[config.mk]
export PLATFORM = sky130hd
export DESIGN_NAME = rca_word_sequencer
export DESIGN_NICKNAME = d
export VERILOG_FILES = /design/src/rtl/rca_word_sequencer.sv
export SDC_FILE = /design/constraint.sdc
export NUM_CORES = 1
export LEC_CHECK = 0
export ABC_AREA = 1
export CAP_MARGIN = 30
export CORE_MARGIN = 10
export CORE_UTILIZATION = 44
export DETAILED_ROUTE_END_ITERATION = 10
export PLACE_DENSITY = 0.79
export SYNTH_ARGS = -nofsm -noshare
export SYNTH_HDL_FRONTEND = slang
export SYNTH_SLANG_ARGS = --single-unit
[constraint.sdc]
create_clock -name clk -period 4.62 [get_ports clk]
set_input_delay 0.462 -clock clk [delete_from_list [all_inputs] [get_ports clk]]
set_output_delay 0.462 -clock clk [all_outputs]
set_load 0.01 [all_outputs]
[src/rtl/rca_word_sequencer.sv]
// Multi-cycle wide adder: one N-bit ripple-carry slice per clock, LSB slice first.
// Optional subtract mode (a - b, op port) is compiled in with `define RCA_SEQ_SUB_EN.

module ripple_carry_adder_using_parameter #(
  parameter int N = 8
) (
  input  logic [N-1:0] a,
  input  logic [N-1:0] b,
  input  logic         cin,
  output logic [N-1:0] sum,
  output logic         cout
);

  logic [N:0] carry;

  assign carry[0] = cin;

  for (genvar i = 0; i < N; i++) begin : g_fa
    assign sum[i]       = a[i] ^ b[i] ^ carry[i];
    assign carry[i + 1] = (a[i] & b[i]) | (carry[i] & (a[i] ^ b[i]));
  end

  assign cout = carry[N];

endmodule

module rca_word_sequencer #(
  parameter int N     = 8,
  parameter int WORDS = 4
) (
  input  logic                 clk,
  input  logic                 rst_n,
`ifdef RCA_SEQ_SUB_EN
  input  logic                 op,
`endif
  input  logic                 in_valid,
  output logic                 in_ready,
  input  logic [N*WORDS-1:0]   a,
  input  logic [N*WORDS-1:0]   b,
  input  logic                 cin,
  output logic                 out_valid,
  input  logic                 out_ready,
  output logic [N*WORDS-1:0]   sum,
  output logic                 cout
);

  localparam int W     = N * WORDS;
  localparam int IDX_W = (WORDS > 1) ? $clog2(WORDS) : 1;
  localparam logic [IDX_W-1:0] LAST_IDX = IDX_W'(WORDS - 1);

  typedef enum logic [1:0] {
    S_IDLE,
    S_RUN,
    S_DONE
  } state_t;

  state_t           state_q, state_d;
  logic [W-1:0]     a_q, a_d;
  logic [W-1:0]     b_q, b_d;
  logic [W-1:0]     sum_q, sum_d;
  logic             carry_q, carry_d;
  logic             cout_q, cout_d;
  logic [IDX_W-1:0] idx_q, idx_d;
  logic             in_ready_q, in_ready_d;
  logic             out_valid_q, out_valid_d;

  logic [W-1:0]     b_load;
  logic             carry_load;
  logic [N-1:0]     slice_sum;
  logic             slice_cout;

  // Subtraction is a + ~b + 1, so it reuses the adder with no extra datapath.
`ifdef RCA_SEQ_SUB_EN
  assign b_load     = op ? ~b : b;
  assign carry_load = op ? 1'b1 : cin;
`else
  assign b_load     = b;
  assign carry_load = cin;
`endif

  ripple_carry_adder_using_parameter #(.N(N)) u_slice (
    .a    (a_q[idx_q*N +: N]),
    .b    (b_q[idx_q*N +: N]),
    .cin  (carry_q),
    .sum  (slice_sum),
    .cout (slice_cout)
  );

  always_comb begin
    // NOTE: every _d gets its hold value first so no path through the case leaves
    // a signal unassigned, which would otherwise infer a latch.
    state_d     = state_q;
    a_d         = a_q;
    b_d         = b_q;
    sum_d       = sum_q;
    carry_d     = carry_q;
    cout_d      = cout_q;
    idx_d       = idx_q;
    in_ready_d  = in_ready_q;
    out_valid_d = out_valid_q;

    unique case (state_q)
      S_IDLE: begin
        if (in_valid) begin
          a_d        = a;
          b_d        = b_load;
          carry_d    = carry_load;
          idx_d      = '0;
          in_ready_d = 1'b0;
          state_d    = S_RUN;
        end
      end

      S_RUN: begin
        sum_d[idx_q*N +: N] = slice_sum;
        carry_d             = slice_cout;
        idx_d               = idx_q + 1'b1;
        if (idx_q == LAST_IDX) begin
          cout_d      = slice_cout;
          idx_d       = '0;
          out_valid_d = 1'b1;
          state_d     = S_DONE;
        end
      end

      S_DONE: begin
        if (out_ready) begin
          out_valid_d = 1'b0;
          in_ready_d  = 1'b1;
          state_d     = S_IDLE;
        end
      end

      default: begin
        out_valid_d = 1'b0;
        in_ready_d  = 1'b1;
        state_d     = S_IDLE;
      end
    endcase
  end

  // NOTE: sequential state uses non-blocking assignments so every flop samples
  // the pre-edge values; blocking here would create order-dependent races.
  // The operand registers are reset too, so a mid-RUN abort leaves no stale data.
  always_ff @(posedge clk or negedge rst_n) begin
    if (!rst_n) begin
      state_q     <= S_IDLE;
      a_q         <= '0;
      b_q         <= '0;
      sum_q       <= '0;
      carry_q     <= 1'b0;
      cout_q      <= 1'b0;
      idx_q       <= '0;
      in_ready_q  <= 1'b1;
      out_valid_q <= 1'b0;
    end else begin
      state_q     <= state_d;
      a_q         <= a_d;
      b_q         <= b_d;
      sum_q       <= sum_d;
      carry_q     <= carry_d;
      cout_q      <= cout_d;
      idx_q       <= idx_d;
      in_ready_q  <= in_ready_d;
      out_valid_q <= out_valid_d;
    end
  end

  assign in_ready  = in_ready_q;
  assign out_valid = out_valid_q;
  assign sum       = sum_q;
  assign cout      = cout_q;

endmodule

Figure 1. Track usage over the die.
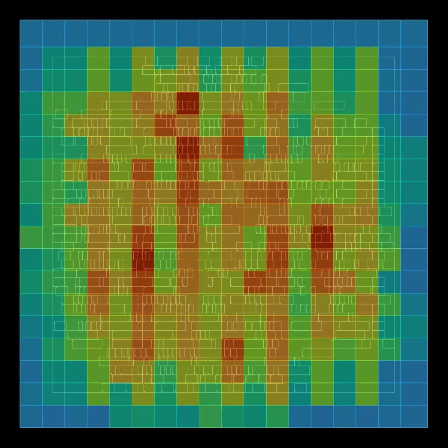
gr busiest metal: met2
M1 GR Usage: 0.1978
GRT met2 Usage: 0.2634
Total Routing Usage GR: 0.1564
final core utilization: 0.5761

Figure 2. Drive-strength map.
(4 px per µm)
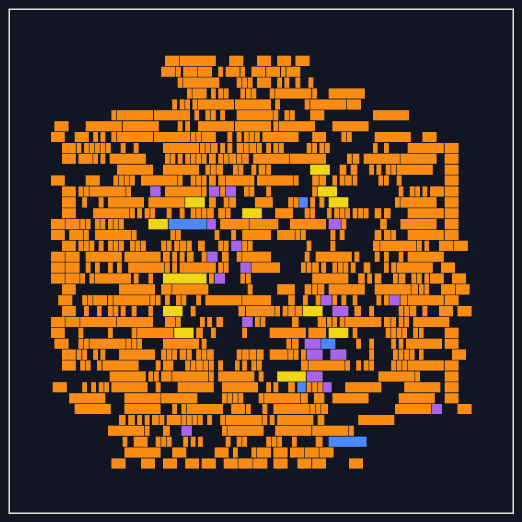
| color | size | cells | share |
|---|---|---|---|
| blue | x2 | 5 | 0.69% |
| orange | x1 and smaller | 685 | 95% |
| purple | x3 and x4 | 20 | 2.8% |
| yellow | x6 and larger | 12 | 1.7% |
Non-CTS buffers: 113
P&R area growth vs syn: 27.82%
Setup WS post-layout: 0.2647 ns
Final Cell Area: 0.006272 mm²

==> flow_summary_export.csv <==
group,metric,value,unit
outcome,status,"complete, no violations",
yosys,synthCells,618,
cells_and_area,final_cells,862,
final_timing,worstMarginPinSlew,0.7098,ns
critical_path,cp_max_fo,11,
detailed_routing,avgRoutedWirePerCell,14.64,µm
final_timing,finalClockSkew,0.01609,ns
pwr,seqPwrFrac,0.349,
cells_and_area,antennaDiodeCount,0,
place,gp_congestion,0.8769,
run,drv_cap,0,
final_timing,fin_crit_sh,0.9427,
yosys,async_flop_share,1.000,
global_route,grt_pass1_wl,20960,µm
yosys,fp_nets,701,
pwr,pwr-share-clk,0.129,
floorplan,initial_core_util,0.4507,
floorplan,chipArea,0.01578,mm²
critical_path,slowest_stage,"dfrtp_2",
cells_and_area,drive_gt1_frac,0.05125,
critical_path,critPathCaptureType,"register",
detailed_routing,routed_via_density,4.956,
detailed_routing,ant_nets,0,
floorplan,die_w,125.6,µm
floorplan,die_h,125.6,µm
yosys,synth_cell_types,24,
critical_path,path_buffers,5,
final_timing,rsz0062_at_grt,"false",
critical_path,crit_arrival,4.61,ns
detailed_routing,drtIter0Drc,394,
final_timing,setup_viol,0,
yosys,netlist_area,0.004907,mm²
yosys,yosys_register_bits,104,
floorplan,rows,38,
clock_tree,cts_buffer_depth,2,
floorplan,ios,104,
-- per-stage QoR --
stage,power (mW),setup slack [ns]
floorplan,3.043,0.2185
global placement,3.826,0.3027
detailed placement,3.902,0.1610
CTS,4.479,0.1581
global route,4.853,0.01734
finish,4.454,0.2647
-- per-layer routing --
layer  part of all wire  wire [µm]  vias up  GRT usage
met5                  0          0        -          0
met4              0.010        129        0    0.03523
met3              0.064        802       15    0.03845
met2               0.48       6063      132     0.2634
met1               0.45       5620     2017     0.1978
li1                   -          -     2108          -
-- cells in the final DEF, fill, tap and decap left out --
cell type / count
nand2_1: 339
dfrtp_1: 102
clkdlybuf4s50_1: 102
nand3_1: 47
nor2_1: 27
inv_1: 25
o21ai_0: 19
clkbuf_8: 10
buf_4: 10
fa_1: 8
ha_1: 6
o211ai_1: 4
nor2_4: 3
inv_4: 2
nand2_4: 2
clkbuf_1: 2
clkinvlp_4: 2
nand4_1: 1
nor2_2: 1
clkinv_1: 1
nand2_2: 1
nand3_2: 1
a21oi_1: 1
o31ai_1: 1
bufinv_16: 1
clkinv_4: 1
dfrtp_2: 1
dfstp_2: 1
buf_12: 1
-- area by class of cell --
type	instances	area (µm²)
clock buffers	12	145.1
clock inverters	4	53.80
fillers	992	4616
inverters	28	110.1
multi-input cells	461	2067
flip-flops and latches	104	2605
well taps	140	175.2
repair buffers	113	1116
-- logic make-up after synthesis --
family                     synth area share
and+or+nand+nor                      0.3447
AOI/OAI and AO/OA                   0.02805
buffers and inverters               0.04870
adders and majority gates           0.04793
DFF                                  0.5306
-- repair_timing --
| action | CTS | global route |
|---|---|---|
| hold buffers | 0 | 0 |
| hold endpoints to repair | 0 | 0 |
| setup endpoints to repair | 0 | 4 |
| resized | 0 | 2 |
-- final timing paths --
check / startpoint / endpoint / slack (ns) / cells past startpoint
min in group clk: in_ready / in_ready / 0.48 / 2
worst min-delay path: rst_n / sum[24] / 0.09 / 1
worst max-delay path: idx_q[0] / sum[31] / 0.26 / 19
max in group asynchronous: rst_n / idx_q[0] / 3.34 / 2
worst min register to register: in_ready / in_ready / 0.48 / 2
worst max register to register: idx_q[0] / sum[31] / 0.26 / 19
-- state kept, by name, indices dropped and copies added, names as in the netlist --
register	count
sum	32
cout	1
idx_q	2
a_q	32
state_q	2
carry_q	1
b_q	32
in_ready	1
out_valid	1
-- worst register-to-register path, stage by stage, from the launching register on --
cell	delay (ns)
dfrtp_2	0.50
inv_4	0.14
nand2_1	0.08
nand3_1	0.07
nand2_1	0.07
fa_1	0.41
fa_1	0.40
fa_1	0.39
fa_1	0.36
inv_1	0.07
fa_1	0.16
inv_1	0.05
fa_1	0.38
fa_1	0.37
inv_1	0.08
fa_1	0.45
nand3_1	0.12
inv_1	0.06
nand2_1	0.06
nand2_1	0.05
-- power by group through the flow --
| stage | Clock, mW | Combinational, mW | Sequential [mW] |
|---|---|---|---|
| 2_1_floorplan | 0 | 1.53 | 1.52 |
| 3_3_place_gp | 0 | 2.27 | 1.56 |
| 3_5_place_dp | 0 | 2.34 | 1.56 |
| 4_1_cts | 0.583 | 2.35 | 1.55 |
| 5_1_grt | 0.622 | 2.63 | 1.60 |
| 6_report | 0.574 | 2.33 | 1.55 |
No activity file was given, so power comes from the tool's default toggle rates.
